<file path="config.mk">
export PLATFORM = sky130hd
export DESIGN_NAME = load_store_unit
export DESIGN_NICKNAME = d
export VERILOG_FILES = /design/src/rtl/lsu_pkg.sv /design/src/rtl/load_extend.sv /design/src/rtl/load_store_unit.sv
export SDC_FILE = /design/constraint.sdc
export NUM_CORES = 1
export LEC_CHECK = 0
export ABC_CLOCK_PERIOD_IN_PS = 2700
export CAP_MARGIN = 30
export CORE_UTILIZATION = 45
export CTS_BUF_LIST = sky130_fd_sc_hd__clkbuf_4 sky130_fd_sc_hd__clkbuf_8
export DETAILED_ROUTE_END_ITERATION = 16
export GPL_ROUTABILITY_DRIVEN = 0
export PLACE_DENSITY = 0.89
export SKIP_CTS_REPAIR_TIMING = 1
export SLEW_MARGIN = 20
export SYNTH_ARGS = -nofsm -noshare
export SYNTH_HDL_FRONTEND = slang
export SYNTH_SLANG_ARGS = --single-unit
</file>
<file path="constraint.sdc">
create_clock -name clk -period 2.7 [get_ports clk]
set_input_delay 0.54 -clock clk [delete_from_list [all_inputs] [get_ports clk]]
set_output_delay 0.54 -clock clk [all_outputs]
set_load 0.01 [all_outputs]
</file>
<file path="src/rtl/lsu_pkg.sv">
// Shared definitions for the memory-stage load/store unit.
// Access-size encodings and FSM state type.
package lsu_pkg;

  localparam logic [2:0] F3_B  = 3'd0;
  localparam logic [2:0] F3_H  = 3'd1;
  localparam logic [2:0] F3_W  = 3'd2;
  localparam logic [2:0] F3_BU = 3'd4;
  localparam logic [2:0] F3_HU = 3'd5;

  typedef enum logic [1:0] {
    IDLE,
    REQ,
    WAIT,
    DONE
  } lsu_state_t;

endpackage

</file>
<file path="src/rtl/load_extend.sv">
// Selects the addressed byte/half lane of a read word
// and sign- or zero-extends it for writeback.
module load_extend
  import lsu_pkg::*;
#(
  parameter int WORD_SIZE = 32
) (
  input  logic [1:0]           byte_sel,
  input  logic [2:0]           funct3,
  input  logic [WORD_SIZE-1:0] rdata,
  output logic [WORD_SIZE-1:0] ext_data
);

  logic [WORD_SIZE-1:0] lane;

  always_comb begin
    lane     = rdata >> {byte_sel, 3'b000};
    ext_data = lane;
    case (funct3)
      F3_B:  ext_data = {{24{lane[7]}}, lane[7:0]};
      F3_H:  ext_data = {{16{lane[15]}}, lane[15:0]};
      F3_BU: ext_data = {24'd0, lane[7:0]};
      F3_HU: ext_data = {16'd0, lane[15:0]};
      default: ext_data = lane;
    endcase
  end

endmodule

</file>
<file path="src/rtl/load_store_unit.sv">
// Memory-stage load/store unit: one data-bus transaction
// per load/store, stalling the pipeline until it completes.
module load_store_unit
  import lsu_pkg::*;
#(
  parameter int WORD_SIZE  = 32,
  parameter int ADDR_WIDTH = 32,
  parameter int BE_WIDTH   = WORD_SIZE / 8
) (
  input  logic                  clk,
  input  logic                  rst,
  input  logic                  mem_read,
  input  logic                  mem_write,
  input  logic [2:0]            funct3,
  input  logic [ADDR_WIDTH-1:0] addr,
  input  logic [WORD_SIZE-1:0]  store_data,
  output logic                  stall,
  output logic [WORD_SIZE-1:0]  memory_data,
  output logic                  access_fault,
  output logic                  bus_req,
  output logic                  bus_we,
  output logic [ADDR_WIDTH-1:0] bus_addr,
  output logic [BE_WIDTH-1:0]   bus_be,
  output logic [WORD_SIZE-1:0]  bus_wdata,
  input  logic                  bus_ready,
  input  logic                  bus_rvalid,
  input  logic [WORD_SIZE-1:0]  bus_rdata
);

  lsu_state_t state, state_n;

  logic [ADDR_WIDTH-1:0] cap_addr;
  logic [2:0]            cap_f3;
  logic                  cap_we;
  logic [BE_WIDTH-1:0]   cap_be;
  logic [WORD_SIZE-1:0]  cap_wdata;
  logic                  cap_fault;
  logic [WORD_SIZE-1:0]  mem_data_q;

  logic                  req;
  logic                  start;
  logic                  bad_f3;
  logic                  misalign;
  logic                  illegal;
  logic                  load_done;
  logic [BE_WIDTH-1:0]   be_n;
  logic [WORD_SIZE-1:0]  wdata_n;
  logic [WORD_SIZE-1:0]  ext_data;

  assign req     = mem_read | mem_write;
  assign illegal = bad_f3 | misalign;
  assign start   = (state == IDLE) & req;

  always_comb begin
    bad_f3   = 1'b0;
    misalign = 1'b0;
    case (funct3)
      F3_B:  bad_f3 = 1'b0;
      F3_H:  misalign = addr[0];
      F3_W:  misalign = |addr[1:0];
      F3_BU: bad_f3 = mem_write;
      F3_HU: begin
        bad_f3   = mem_write;
        misalign = addr[0];
      end
      default: bad_f3 = 1'b1;
    endcase
  end

  // Store data is replicated across lanes so the enables alone pick bytes.
  always_comb begin
    be_n    = '1;
    wdata_n = store_data;
    if (mem_write) begin
      case (funct3)
        F3_B: begin
          be_n    = BE_WIDTH'(4'b0001) << addr[1:0];
          wdata_n = {4{store_data[7:0]}};
        end
        F3_H: begin
          be_n    = BE_WIDTH'(4'b0011) << addr[1:0];
          wdata_n = {2{store_data[15:0]}};
        end
        default: be_n = '1;
      endcase
    end
  end

  always_comb begin
    state_n   = state;
    load_done = 1'b0;
    case (state)
      IDLE: if (req) state_n = illegal ? DONE : REQ;
      REQ: begin
        if (bus_ready) begin
          if (cap_we) begin
            state_n = DONE;
          end else if (bus_rvalid) begin
            state_n   = DONE;
            load_done = 1'b1;
          end else begin
            state_n = WAIT;
          end
        end
      end
      WAIT: begin
        if (bus_rvalid) begin
          state_n   = DONE;
          load_done = 1'b1;
        end
      end
      DONE: state_n = IDLE;
      default: state_n = IDLE;
    endcase
  end

  always_ff @(posedge clk) begin
    if (rst) begin
      state      <= IDLE;
      cap_addr   <= '0;
      cap_f3     <= '0;
      cap_we     <= 1'b0;
      cap_be     <= '0;
      cap_wdata  <= '0;
      cap_fault  <= 1'b0;
      mem_data_q <= '0;
    end else begin
      state <= state_n;
      if (start) begin
        cap_fault <= illegal;
        if (!illegal) begin
          cap_addr  <= addr;
          cap_f3    <= funct3;
          cap_we    <= mem_write;
          cap_be    <= be_n;
          cap_wdata <= wdata_n;
        end
      end
      if (load_done) mem_data_q <= ext_data;
    end
  end

  load_extend #(
    .WORD_SIZE(WORD_SIZE)
  ) u_load_extend (
    .byte_sel(cap_addr[1:0]),
    .funct3  (cap_f3),
    .rdata   (bus_rdata),
    .ext_data(ext_data)
  );

  assign stall        = start | (state == REQ) | (state == WAIT);
  assign access_fault = (state == DONE) & cap_fault;
  assign memory_data  = mem_data_q;
  assign bus_req      = (state == REQ);
  assign bus_we       = cap_we;
  assign bus_addr     = {cap_addr[ADDR_WIDTH-1:2], 2'b00};
  assign bus_be       = cap_be;
  assign bus_wdata    = cap_wdata;

endmodule
</file>
gate_families.png
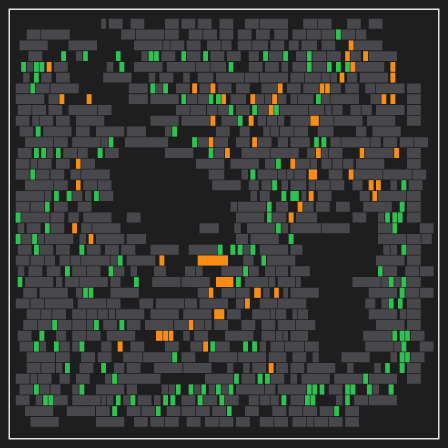
[orange] NOR gates | cells: 58
[green] NAND gates | cells: 146 | where: spread over the die

final_congestion.png
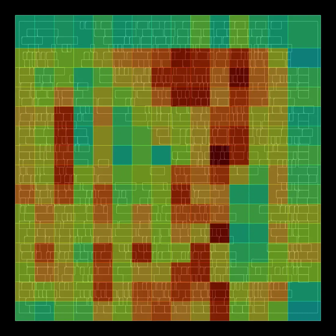
met3 GRT Util: 0.05907
GR Util met1: 0.2740
gr usage total: 0.2484
met2 Use GR: 0.4354

metal_stack.png
Scale bar: 20 um. Only two layers are drawn.
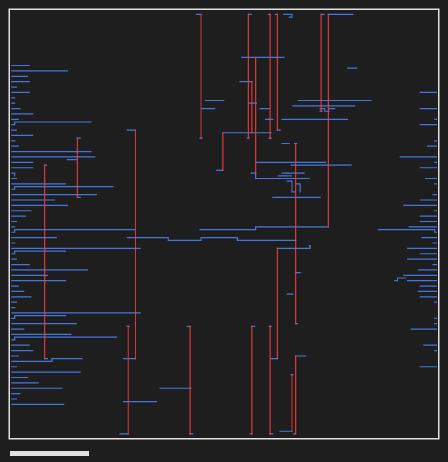
[blue] met3 | wire length: 1,040 um
[red] met4 | wire length: 591 um

==> deck_impl_summary.md <==
Key Metrics from the Run

Floorplanning
  • Row cnt: 38
  • IO Count: 209
  • Die y size: 108.2 um
  • Floorplan utilization: 0.4643
  • Tap Cells: 140
  • Die width: 108.2 um
  • Core area: 0.01094 mm^2
  • Die area: 0.01171 mm^2

Setup path
  • R2R depth: 6
  • Worst r2r src: state[1]
  • Critical Path End Type: output pin
  • CP max FO: 5
  • CP peak stage delay: 480 ps
  • CP Launch Type: flip-flop
  • Critical path's top delay family: buffers and inverters
  • Worst EP arrival: 2020 ps
  • CP startpoint: state[0]
  • Critical Path Stages: 5
  • RR Endpoint: memory_data[14]
  • Slowest CP cell: clkdlybuf4s50_1
  • Critical Path RT: 2160 ps
  • Reg-to-reg slack, setup: 480 ps
  • Crit path to: stall
  • Critical-path cell list: inv_1, ha_1, o21a_1, or3_1, clkdlybuf4s50_1
  • Buf/Inv on CP: 2
  • Crit Path Category: reg -> out

Pwr
  • Combinational power: 1.83 mW
  • Pint: 3.352 mW
  • Seq pwr share: 0.399
  • Power share of the clock group: 0.231
  • Clk power: 1.14 mW
  • Seq. pwr: 1.97 mW
  • P_leak: 2.496 nW
  • Gate power share: 0.370
  • Psw: 1.582 mW
  • Sw Ratio: 0.3206
  • PwrDens: 678.4 mW/mm^2
  • Worst VDD drop: 0.0003684 V
  • Max power group: sequential cells

Detailed routing
  • Met3 WL: 1.038 mm
  • DRT met1 WL: 5.750 mm
  • Vias per cell: 5.406
  • Violation tally from detailed-route iteration zero: 253
  • Post-route ant nets: 0
  • Top sig layer: met4
  • Final wirelength: 14.53 mm
  • Detailed-route wire length per cell: 15.84 um
  • Met2 wire length: 7.147 mm
  • Via Count: 4,957
  • First-pass DRT Iterations: 5
  • DRC errors left: 0

Timing
  • Final setup viols: 0
  • RSZ-0062 raised after global routing: no
  • Least-Margin Pin Slew: 679.9 ps
  • Hold Violations, Final: 0
  • Worst clock skew: 17.08 ps
  • Fin Setup TNS: 0 ps
  • Max Slew Vio Count: 0
  • Fmax: 391.1 MHz
  • Crit share post-route: 0.9470
  • Worst slew margin: 0.5454
  • WHS: 458.6 ps
  • Minimum clock period: 2557 ps

Place
  • Port Buffers: 206
  • Post-DP HPWL: 10.82 mm
  • Placed cells: 901

Logic synthesis
  • Simple share: 0.1752
  • # Cells Yosys: 615
  • Adders+Majority by Area: 0.01232
  • Unique masters post-synth: 44
  • Avg Synthesized Cell Area: 8.256 um^2
  • Yosys chip area: 0.005077 mm^2
  • Top-count cell post-synth: nand2_1
  • Synth Cell Area: 0.005077 mm^2
  • Top area cell types: dfxtp_1, nand2_1, a21oi_1
  • Dominant kind of combinational cell: AND-OR/OR-AND gates
  • Fraction of registers with async set or reset after synthesis: 0
  • Top cell area share: 0.4219
  • YS warnings: 0
  • Aoi share: 0.2031
  • Mux frac, synth: 0.08945
  • EDFF count, synth: 0
  • Synth flops: 107
  • Post-synthesis cell count: 615
  • Commonest flop: dfxtp_1
  • Cell taking the most area after synthesis: dfxtp_1
  • Sequential fraction of the synthesis area: 0.4219
  • Commonest cells post-synth: nand2_1, dfxtp_1, a21oi_1
  • XOR-XNOR Cells, Area Fraction: 0

Final layout
  • Clock buffer count: 13
  • Comb. cell area: 0.002459 mm^2
  • Top class by area: logic gates
  • Top cell excl fill/tap: clkdlybuf4s50_1
  • Comb gates: 427
  • Flop share of the area: 0.2945
  • Signal buffers share of area: 0.3072
  • Inverter count: 6
  • Fin cells: 917
  • Buffers, non-clock: 221
  • Flop area: 0.002142 mm^2
  • Fin nets: 882
  • Layout cells sized above 1: 0.07207
  • Top Layout Cells: clkdlybuf4s50_1, nand2_1, dfxtp_1
  • Number of antenna diodes: 0
  • Flop count: 107
  • Clock buf/inv share: 0.03320
  • Fraction of area in multi-input gates: 0.3380
  • Synth-to-layout area growth: 43.27%
  • Fill count: 905

Global routing
  • Busiest metal layer after global routing: met2
  • Gr ovfl total: 0
  • Global-route wire length before repair: 22.98 mm
  • Largest net degree at the start of global routing: 57
  • Vias in the first global route: 4,969
  • Initial antenna violation count: 0

Flow run
  • Tool Warnings: 30
  • Max cap viols: 0

Status
  • Status: finished, final reports clean

Worst hold path
  • Critical hold path startpoint: bus_wdata[10]
  • HP Class: reg -> reg
  • Hold depth: 2
  • Hold endpoint: bus_wdata[10]

Clock network
  • CTS buffer count: 9
  • Clock sinks: 107
  • H-tree lvl count: 3
  • CTS tree: built
  • Register clock-pin slew on the reported worst setup and hold paths: 90 ps
  • Clock tree root buffer cell: clkbuf_8
  • Clock Path Buffers: 2
  • Clk latency late pin: 370 ps
==> sequential cells by signal, indices dropped and copies added (netlist names) <==
name         count
state            2
memory_data     32
cap_fault        1
bus_wdata       32
bus_be           4
cap_f3           3
cap_addr        32
bus_we           1
==> per-stage QoR <==
step / total power [mW] / utilization / instance area (um^2) / setup slack, ps
global route: 5.209 / 0.6652 / 7274 / 65.24
finish: 4.935 / 0.6652 / 7274 / 143.1
floorplan: 3.002 / - / 5081 / 974.1
CTS: 4.965 / 0.6652 / 7274 / 122.7
global placement: 3.744 / 0.6431 / 7033 / 223.7
detailed placement: 3.828 / 0.6431 / 7033 / 216.0
==> logic make-up after synthesis <==
family | Yosys count
simple gates | 217
compound gates | 160
flops | 107
buf+inv | 82
mux | 43
fa+ha+maj | 5
other cells | 1
Power and IR drop assume default switching activity.
